congestion.png
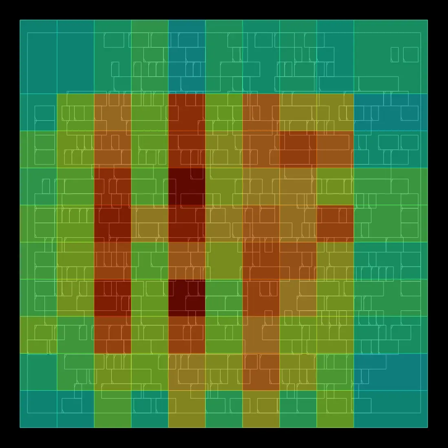
power_grid.png
Scale bar: 20 um. Pins as bars on the die edge.
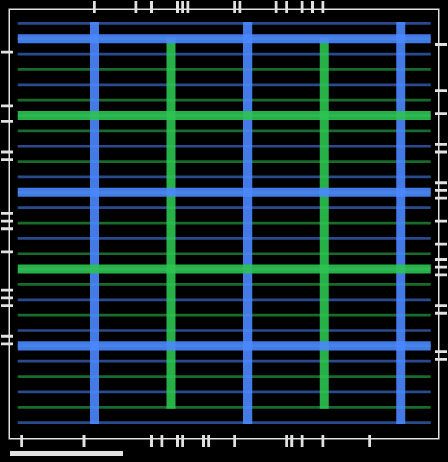
placement_by_type.png
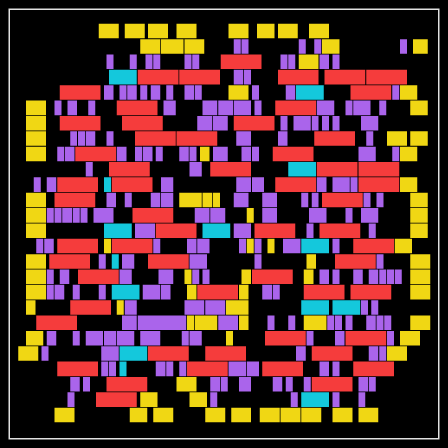
io_fan.png
Scale bar: 20 um.
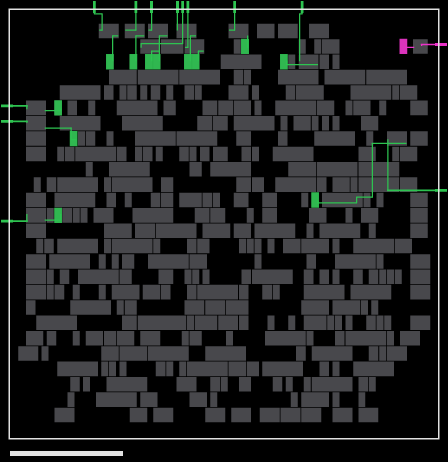
--- src/rtl/opr2_unit.sv ---
// rtl/opr2_unit.sv - group-2 operate microinstruction unit (skip tests, CLA, OSR, HLT)
// Defining OPR2_USER_TRAP_EN makes OSR/HLT in user mode trap instead of executing.

module opr2_unit #(
  parameter int WIDTH = 12
) (
  input  logic             clk100,
  input  logic             reset,
  input  logic             start,
  input  logic [0:11]      instruction,
  input  logic [0:WIDTH-1] ac,
  input  logic             l,
  input  logic [0:WIDTH-1] sr,
  input  logic             user_mode,
  output logic             busy,
  output logic             done,
  output logic             skip,
  output logic [0:WIDTH-1] ac_out,
  output logic             halt,
  output logic             user_trap
);

  localparam logic [2:0] IDLE   = 3'd0;
  localparam logic [2:0] LATCH  = 3'd1;
  localparam logic [2:0] TEST   = 3'd2;
  localparam logic [2:0] UPDATE = 3'd3;
  localparam logic [2:0] DONE   = 3'd4;

  logic [2:0]       state_q, state_d;
  logic [0:11]      instr_q, instr_d;
  logic [0:WIDTH-1] ac_q, ac_d;
  logic [0:WIDTH-1] sr_q, sr_d;
  logic [0:WIDTH-1] ac_out_q, ac_out_d;
  logic             l_q, l_d;
  logic             um_q, um_d;
  logic             ac_zero_q, ac_zero_d;
  logic             ac_neg_q, ac_neg_d;
  logic             skip_q, skip_d;
  logic             done_q, done_d;
  logic             halt_q, halt_d;
  logic             trap_q, trap_d;

  logic             group2;
  logic             trap_hit;
  logic             any_hit;
  logic             cond;
  logic [0:WIDTH-1] result;

  assign group2 = (instr_q[0:3] == 4'b1111) && !instr_q[11];

`ifdef OPR2_USER_TRAP_EN
  assign trap_hit = group2 && um_q && (instr_q[9] || instr_q[10]);
`else
  // user_mode is latched but deliberately has no effect in this build
  assign trap_hit = um_q & 1'b0;
`endif

  always_comb begin
    any_hit = (instr_q[5] & ac_neg_q) | (instr_q[6] & ac_zero_q) | (instr_q[7] & l_q);
    // bit 8 inverts the sense: skip only when none of the selected conditions hold
    cond    = instr_q[8] ? !any_hit : any_hit;
    result  = instr_q[4] ? '0 : ac_q;
    if (instr_q[9] && !trap_hit) begin
      result = result | sr_q;
    end
    if (!group2) begin
      result = ac_q;
    end
  end

  always_comb begin
    state_d   = state_q;
    instr_d   = instr_q;
    ac_d      = ac_q;
    sr_d      = sr_q;
    l_d       = l_q;
    um_d      = um_q;
    ac_zero_d = ac_zero_q;
    ac_neg_d  = ac_neg_q;
    skip_d    = skip_q;
    ac_out_d  = ac_out_q;
    done_d    = 1'b0;
    halt_d    = 1'b0;
    trap_d    = 1'b0;
    case (state_q)
      IDLE: begin
        if (start) begin
          instr_d = instruction;
          ac_d    = ac;
          sr_d    = sr;
          l_d     = l;
          um_d    = user_mode;
          state_d = LATCH;
        end
      end
      LATCH: begin
        ac_zero_d = (ac_q == '0);
        ac_neg_d  = ac_q[0];
        state_d   = TEST;
      end
      TEST: begin
        skip_d  = group2 && cond;
        state_d = UPDATE;
      end
      UPDATE: begin
        ac_out_d = result;
        state_d  = DONE;
      end
      DONE: begin
        done_d  = 1'b1;
        halt_d  = group2 && instr_q[10] && !trap_hit;
        trap_d  = trap_hit;
        state_d = IDLE;
      end
      default: state_d = IDLE;
    endcase
  end

  always_ff @(posedge clk100) begin
    if (reset) begin
      state_q   <= IDLE;
      instr_q   <= '0;
      ac_q      <= '0;
      sr_q      <= '0;
      l_q       <= 1'b0;
      um_q      <= 1'b0;
      ac_zero_q <= 1'b0;
      ac_neg_q  <= 1'b0;
      skip_q    <= 1'b0;
      ac_out_q  <= '0;
      done_q    <= 1'b0;
      halt_q    <= 1'b0;
      trap_q    <= 1'b0;
    end else begin
      state_q   <= state_d;
      instr_q   <= instr_d;
      ac_q      <= ac_d;
      sr_q      <= sr_d;
      l_q       <= l_d;
      um_q      <= um_d;
      ac_zero_q <= ac_zero_d;
      ac_neg_q  <= ac_neg_d;
      skip_q    <= skip_d;
      ac_out_q  <= ac_out_d;
      done_q    <= done_d;
      halt_q    <= halt_d;
      trap_q    <= trap_d;
    end
  end

  assign busy      = (state_q != IDLE);
  assign done      = done_q;
  assign skip      = skip_q;
  assign ac_out    = ac_out_q;
  assign halt      = halt_q;
  assign user_trap = trap_q;

endmodule
--- config.mk ---
export PLATFORM = sky130hd
export DESIGN_NAME = opr2_unit
export DESIGN_NICKNAME = d
export VERILOG_FILES = /design/src/rtl/opr2_unit.sv
export SDC_FILE = /design/constraint.sdc
export NUM_CORES = 1
export LEC_CHECK = 0
export CORE_UTILIZATION = 42
export DETAILED_ROUTE_END_ITERATION = 8
export GPL_TIMING_DRIVEN = 0
export PLACE_DENSITY_LB_ADDON = 0.1
export SLEW_MARGIN = 10
export SYNTH_ARGS = -nofsm -noshare
export SYNTH_HDL_FRONTEND = slang
export SYNTH_SLANG_ARGS = --single-unit
export TNS_END_PERCENT = 100
--- constraint.sdc ---
create_clock -name clk100 -period 1.92 [get_ports clk100]
set_input_delay 0.288 -clock clk100 [delete_from_list [all_inputs] [get_ports clk100]]
set_output_delay 0.288 -clock clk100 [all_outputs]
set_load 0.1 [all_outputs]
==> impl_metrics.ini <==
; physical design summary
[yosys]
ys_top_cells_by_count = nand2_1 (87), dfxtp_1 (57), a21oi_1 (38), inv_1 (13), o211ai_1 (12)
syn-cell-area_um2 = 2290

[cells_and_area]
drive_gt1_share_pct = 8.14

[floorplanning]
fp_util_pct = 44.2

[setup_path]
r2r-start = state_q[1]
crit_arrival_ps = 1540
cp-start-kind = register
worst-path-max-fanout = 2

[grt]
grt_pass1_wl_um = 8650
antenna_found_initial = 0

[timing]
setup_violations = 0
finalCriticalPeriod_ps = 1830
holdWs_ps = 428
fin_skew_ps = 5.48
finalCritPeriodShare_pct = 95.1

[drt]
wl_um = 5350

[clock_network]
clock-sinks = 57
cts_max_path_buffers = 2

[min_path]
worstHoldStart = instr_q[10]

[run_status]
status = completed
About congestion.png:
GRT Overall Usage: 20.7%
Final Util: 59.3%
global routing usage on met2: 30.0%

About power_grid.png:
VDD -> green
VSS -> blue
signal pins = 58
met4 straps = 5
met1 rails = 27
VDD IR max: 0.412 mV
Die X: 75.8 um

About placement_by_type.png:
combinational and other logic -> purple  # cells 195, share of their area 34%
clock drivers and dummy loads -> cyan  # cells 14, share of their area 5.5%
flops -> red  # cells 57, share of their area 38%
other buffers and delay cells -> yellow  # cells 78, share of their area 22%
core area: 5170 um2
post-route design area: 3070 um2
Std-Cell Rows: 26
flop share of the area: 37.2%

About io_fan.png:
user_trap -> magenta  # bits 1, direction output, edge east, end cells 1, wire 4.10 um
ac -> green  # bits 12, direction input, edge 8 north, 3 west, 1 east, end cells 12, wire 156 um
IO Count: 58
port buffer count: 55

-- where the power goes --
group	internal [mW]	total [mW]	switching, mW	leakage, nW
combinational	0.182	0.419	0.237	0.611
sequential	1.26	1.30	0.0474	0.465
clock	0.526	0.927	0.402	0.0826
total	1.96	2.65	0.686	1.16
-- cell type report --
cell class | count | area [um2]
Inverter | 13 | 48.8
Timing Repair Buffer | 55 | 527
Sequential cell | 57 | 1140
Fill cell | 498 | 2110
Buffer | 23 | 138
Multi-Input combinational cell | 182 | 961
Tap cell | 70 | 87.6
Clock buffer | 14 | 163
-- kinds of logic (layout without fill, tap and decap cells) --
group,count (synthesis),after routing,synth area share (%)
AOI/OAI and AO/OA,65,65,18.1
muxes,1,1,0.437
and+or+nand+nor,113,113,22.5
DFF,57,57,49.9
buffers and inverters,36,105,8.15
other,1,1,0.164
xor gates and xnor gates,2,2,0.766
-- flip-flops by register name, summed over array words and instances (netlist names) --
register / cells
ac_out: 12
ac_q: 12
instr_q: 12
sr_q: 12
state_q: 3
ac_neg_q: 1
ac_zero_q: 1
done: 1
halt: 1
l_q: 1
skip: 1
-- per-layer routing --
metal / part of all wire (%) / GRT usage (%)
met1: 49 / 28.7
met2: 44 / 30.0
met3: 4.5 / 3.57
met4: 1.7 / 12.3
met5: 0 / 0
-- layout by cell type, fill, tap and decap left out, types with 5 or more instances in the layout --
cell type,count
a21oi_1,38
buf_2,9
buf_6,5
clkbuf_1,12
clkbuf_8,11
clkdlybuf4s50_1,39
dfxtp_1,57
dlygate4sd2_1,15
inv_1,13
nand2_1,87
o211ai_1,12
o221ai_1,11
-- worst paths after layout --
path          endpoint  slack (ps)  cells after the start
max          ac_out[1]          90                      1
min               halt         430                      2
max reg2reg    ac_q[1]         290                      5
min reg2reg       halt         430                      2
-- per-stage QoR --
step	utilization (%)	instances	total power, mW	setup slack [ps]	instance area, um2
floorplan	-	275	1.59	409	2290
global placement	56.6	400	1.75	-185	2930
detailed placement	56.6	400	1.76	-181	2930
CTS	59.4	414	2.68	-11.2	3070
global route	59.3	414	2.77	61.2	3070
finish	59.3	414	2.65	94.5	3070
-- repair_timing --
action / in CTS / in global routing
setup buffers: 0 / 0
resized: 18 / 2
setup endpoints to repair: 16 / 1
gates cloned: 0 / 0
No activity file was given, so power comes from the tool's default toggle rates.
